Fig. 1: supply network
Bar = 20 µm. Pins as bars on the die edge.
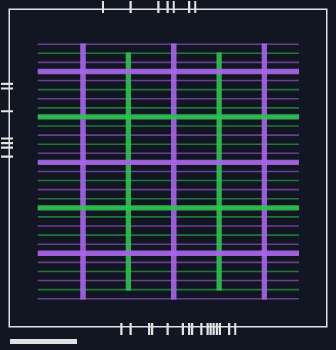
Fig. 2: placed cells, one colour a class
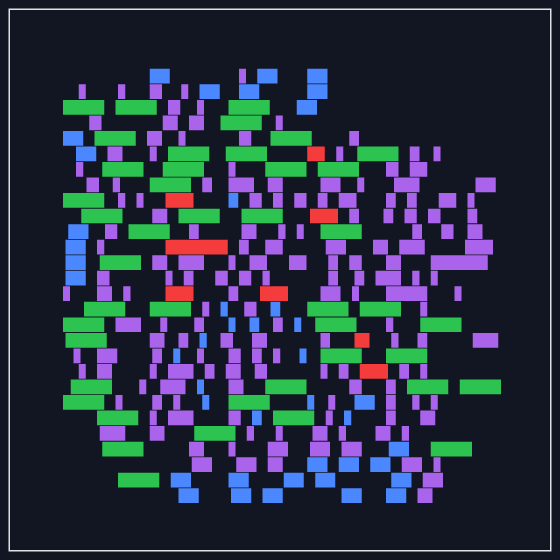
Fig. 3: clock wires, drivers and flops
Bar = 20 µm.
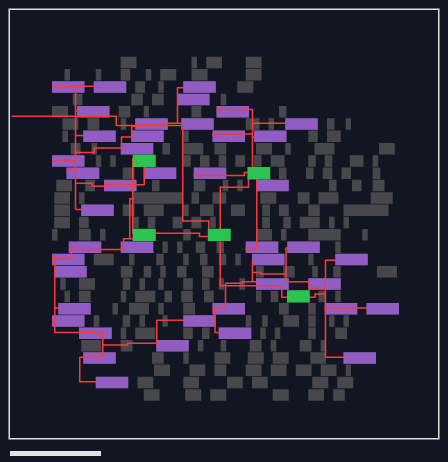
Fig. 4: signal wires by layer
Bar = 20 µm.
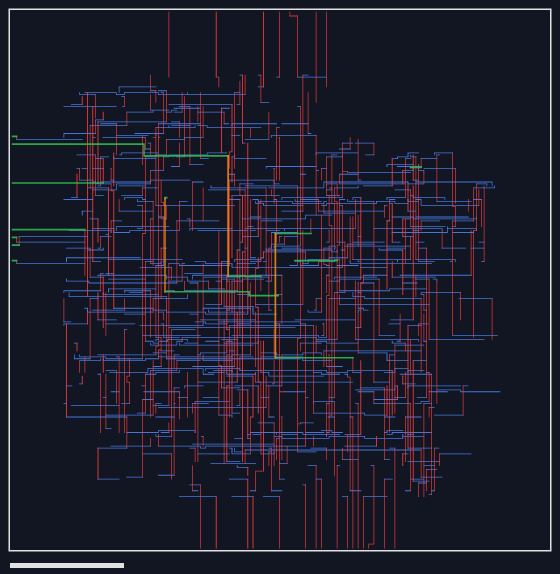
--- src/rtl/seq_div_4.sv ---
// seq_div_4: sequential restoring divider.
// Divides an unsigned DW-bit dividend by an unsigned VW-bit divisor and
// produces one quotient bit per clock. A zero divisor takes a one-cycle
// path that returns an all-ones quotient and flags dbz.
//
// Handshake: start is sampled only while idle (busy = 0). The edge that
// samples start = 1 is the accept edge. Operands are captured on that
// edge, and busy stays high until the result is registered. done is a
// single-cycle pulse that marks the cycle in which quotient, remainder
// and dbz first show the new result. start while busy is ignored.
module seq_div_4 #(
  parameter int DW = 8,
  parameter int VW = 4
) (
  input  logic          clk,
  input  logic          rst,
  input  logic          start,
  input  logic [DW-1:0] dividend,
  input  logic [VW-1:0] divisor,
  output logic [DW-1:0] quotient,
  output logic [VW-1:0] remainder,
  output logic          busy,
  output logic          done,
  output logic          dbz
);

  localparam int CW = $clog2(DW);

  typedef enum logic [1:0] {
    IDLE = 2'd0,
    CALC = 2'd1,
    DZ   = 2'd2
  } state_t;

  state_t        state;
  logic [DW-1:0] dvd_sr;   // captured dividend, consumed MSB first
  logic [VW-1:0] dsr;      // captured divisor
  logic [VW-1:0] prem;     // restored partial remainder, always < divisor
  logic [DW-2:0] quo_sr;   // quotient bits collected so far
  logic [CW-1:0] count;    // iterations completed

  // Working values for one restoring step. The shifted remainder is
  // VW+1 bits wide, so the compare against the divisor cannot overflow.
  logic [VW:0]   trial;
  logic          fits;
  logic [VW-1:0] next_prem;
  logic          last;

  // One restoring iteration: shift in the next dividend bit, then
  // subtract the divisor if it fits.
  always_comb begin
    trial     = {prem, dvd_sr[DW-1]};
    fits      = (trial >= {1'b0, dsr});
    next_prem = trial[VW-1:0];
    if (fits) begin
      next_prem = VW'(trial - {1'b0, dsr});
    end
    last      = (count == CW'(DW - 1));
  end

  // Control FSM with the datapath and registered outputs.
  always_ff @(posedge clk) begin
    if (rst) begin
      state     <= IDLE;
      dvd_sr    <= '0;
      dsr       <= '0;
      prem      <= '0;
      quo_sr    <= '0;
      count     <= '0;
      quotient  <= '0;
      remainder <= '0;
      busy      <= 1'b0;
      done      <= 1'b0;
      dbz       <= 1'b0;
    end else begin
      done <= 1'b0;
      case (state)
        IDLE: begin
          if (start) begin
            // Capture on both paths. The zero-divisor path also needs the
            // dividend, and later input changes must not affect it.
            dvd_sr <= dividend;
            dsr    <= divisor;
            prem   <= '0;
            quo_sr <= '0;
            count  <= '0;
            busy   <= 1'b1;
            state  <= (divisor != '0) ? CALC : DZ;
          end
        end

        CALC: begin
          prem   <= next_prem;
          dvd_sr <= {dvd_sr[DW-2:0], 1'b0};
          quo_sr <= {quo_sr[DW-3:0], fits};
          count  <= count + 1'b1;
          if (last) begin
            quotient  <= {quo_sr, fits};
            remainder <= next_prem;
            dbz       <= 1'b0;
            done      <= 1'b1;
            busy      <= 1'b0;
            state     <= IDLE;
          end
        end

        DZ: begin
          quotient  <= '1;
          remainder <= dvd_sr[VW-1:0];
          dbz       <= 1'b1;
          done      <= 1'b1;
          busy      <= 1'b0;
          state     <= IDLE;
        end

        default: begin
          busy  <= 1'b0;
          state <= IDLE;
        end
      endcase
    end
  end

endmodule

--- config.mk ---
export PLATFORM = sky130hd
export DESIGN_NAME = seq_div_4
export DESIGN_NICKNAME = d
export VERILOG_FILES = /design/src/rtl/seq_div_4.sv
export SDC_FILE = /design/constraint.sdc
export NUM_CORES = 1
export LEC_CHECK = 0
export CELL_PAD_IN_SITES_DETAIL_PLACEMENT = 2
export CELL_PAD_IN_SITES_GLOBAL_PLACEMENT = 2
export CORE_MARGIN = 8
export CORE_UTILIZATION = 32
export DETAILED_ROUTE_END_ITERATION = 12
export GPL_TIMING_DRIVEN = 0
export HOLD_SLACK_MARGIN = 0.05
export PLACE_DENSITY = 0.83
export SLEW_MARGIN = 20
export SYNTH_ARGS = -nofsm -noshare
export SYNTH_HDL_FRONTEND = slang
export SYNTH_SLANG_ARGS = --single-unit
--- constraint.sdc ---
create_clock -name clk -period 2.54 [get_ports clk]
set_input_delay 0.635 -clock clk [delete_from_list [all_inputs] [get_ports clk]]
set_output_delay 0.635 -clock clk [all_outputs]
set_load 0.01 [all_outputs]
==> out/results.ini <==
[status]
status = finished clean

[finish]
final_layout_top_logic_cell = dfxtp_1
flop_area_um2 = 861
nNetsFinal = 282
syn_to_final_growth_pct = 24.8

[place]
hpwl_mm = 4.52
dpl_worst_slack_ps = 166
place.gp.congestion = 0.743

[min_path]
hp-start = dsr[2]
holdPathStages = 2

[yosys]
postSynthSeqShare_pct = 43.6
ys_warn_count = 0
postSynth.asyncResetShare_pct = 0
flop_cell = dfxtp_1
ys_chip_area_um2 = 1970
synth-edff-count = 0
syn-num-nets = 247

[worst_setup_path]
startpoint = dvd_sr[7]
crit_buf_inv = 1
endpoint_kind = flop

[grt]
top_usage_layer = met2
grt_first_pass_wirelength_mm = 9.89
met1_usage_pct = 17.2
grt_remaining_overflow = 0

[sta]
period_used_pct = 87.1
finalWorstSetupSlack_ps = 327
slew_violations = 0

[power]
p_leak_nw = 0.901

[die]
coreArea_um2 = 5960
io_pins = 30

[route]
routed-via-count = 1749
drc = 0
first_pass_iters = 4

[run]
cap_violations = 0

[cts]
clk_transition_reported_paths_ps = 90
tritoncts.num_buffers = 5
cts-root-buf = clkbuf_8

## Picture notes: Fig. 1
colour	net
purple	VSS
green	VDD
signal pins	30
met4 straps	5

## Picture notes: Fig. 2
colour	class	cells
blue	other buffers and delay cells	42
purple	all other logic	165
red	clock drivers and dummy loads	8
green	flip-flops	43

## Picture notes: Fig. 3
[red] clock wires | length: 547 µm
[purple] flip-flops | count: 43
[green] cells driving clock nets | count: 5
routed clock nets	6

## Picture notes: Fig. 4
colour	layer	wire length
red	met2	3040 µm
blue	met1	2670 µm
orange	met4	59.2 µm
green	met3	127 µm

-- final cells by class --
class | instances | share of cell area, %
Multi-Input combinational cell | 157 | 41.6
Sequential cell | 43 | 34.9
Buffer | 14 | 2.34
Clock inverter | 3 | 1.88
Inverter | 8 | 1.22
Timing Repair Buffer | 28 | 11.4
Clock buffer | 5 | 2.79
Tap cell | 75 | 3.81
-- cells in the mapped netlist, types with 2 or more instances --
cell type | number | area, µm²
dfxtp_1 | 43 | 861
nor2_1 | 34 | 128
a21oi_1 | 19 | 95.1
nand2_1 | 13 | 48.8
clkbuf_1 | 10 | 37.5
a22oi_1 | 9 | 67.6
ha_1 | 9 | 113
a211oi_1 | 8 | 60.1
inv_1 | 8 | 30.0
mux2i_1 | 8 | 80.1
o22ai_1 | 7 | 43.8
buf_2 | 4 | 20.0
nand3_1 | 4 | 20.0
o21ai_0 | 4 | 20.0
a32o_1 | 3 | 30.0
nor3_1 | 3 | 15.0
o21a_1 | 3 | 22.5
or2_1 | 3 | 18.8
a211o_1 | 2 | 17.5
a211oi_2 | 2 | 25.0
nand2b_1 | 2 | 12.5
nand4_1 | 2 | 12.5
nor3b_1 | 2 | 15.0
o21ai_1 | 2 | 10.0
or2_2 | 2 | 12.5
-- logic make-up (layout without fill, tap and decap cells) --
family                   Yosys count  after routing  synth area share (%)
buffers and inverters             22             58                  4.44
adder cells (fa/ha/maj)           10             10                  6.72
flip-flops                        43             43                  43.6
XOR/XNOR                           1              1                 0.444
multiplexers                       8              8                  4.06
AND-OR/OR-AND                     66             66                  23.8
AND/OR/NAND/NOR                   72             72                  17.0
-- worst max path at each step --
stage | cells past startpoint | slack, ps | end
after floorplan | 7 | 640 | remainder[0]
after global placement | 4 | 180 | quotient[0]
after detailed placement | 4 | 170 | dvd_sr[5]
after CTS | 7 | 300 | remainder[0]
after global routing | 7 | 210 | remainder[0]
final | 7 | 330 | remainder[0]
-- metal layers --
layer | vias to the layer above | part of all wire [%]
met5 | - | 0
met4 | 0 | 1.0
met3 | 7 | 2.1
met2 | 16 | 52
met1 | 860 | 45
li1 | 866 | -
-- per-stage QoR --
stage / instances / hold slack (ps) / instance area [µm²] / total power, W
floorplan: 222 / 436 / 1970 / 0.00101
global placement: 325 / 446 / 2350 / 0.00115
detailed placement: 325 / 456 / 2350 / 0.00116
CTS: 333 / 470 / 2460 / 0.00171
global route: 333 / 497 / 2460 / 0.00178
finish: 333 / 470 / 2460 / 0.00170
-- report_power, final --
group          switching [W]  internal (W)  leakage [nW]
registers          0.0000328      0.000722         0.352
logic               0.000220      0.000173         0.494
clock network       0.000252      0.000296        0.0548
total               0.000505       0.00119         0.901
-- tightest hold or removal path, stage by stage, from the launching register on --
cell,delay [ps]
dfxtp_1,320
nand2_1,50
a21oi_1,50
-- sequential cells by signal (all words and copies together), names as in the netlist --
| register | flops |
|---|---|
| done | 1 |
| dsr | 4 |
| prem | 4 |
| count | 3 |
| busy | 1 |
| quotient | 8 |
| quo_sr | 7 |
| dvd_sr | 8 |
| remainder | 4 |
| state | 2 |
| dbz | 1 |
Power figures rest on the tool's default switching activity, not on a simulated workload.
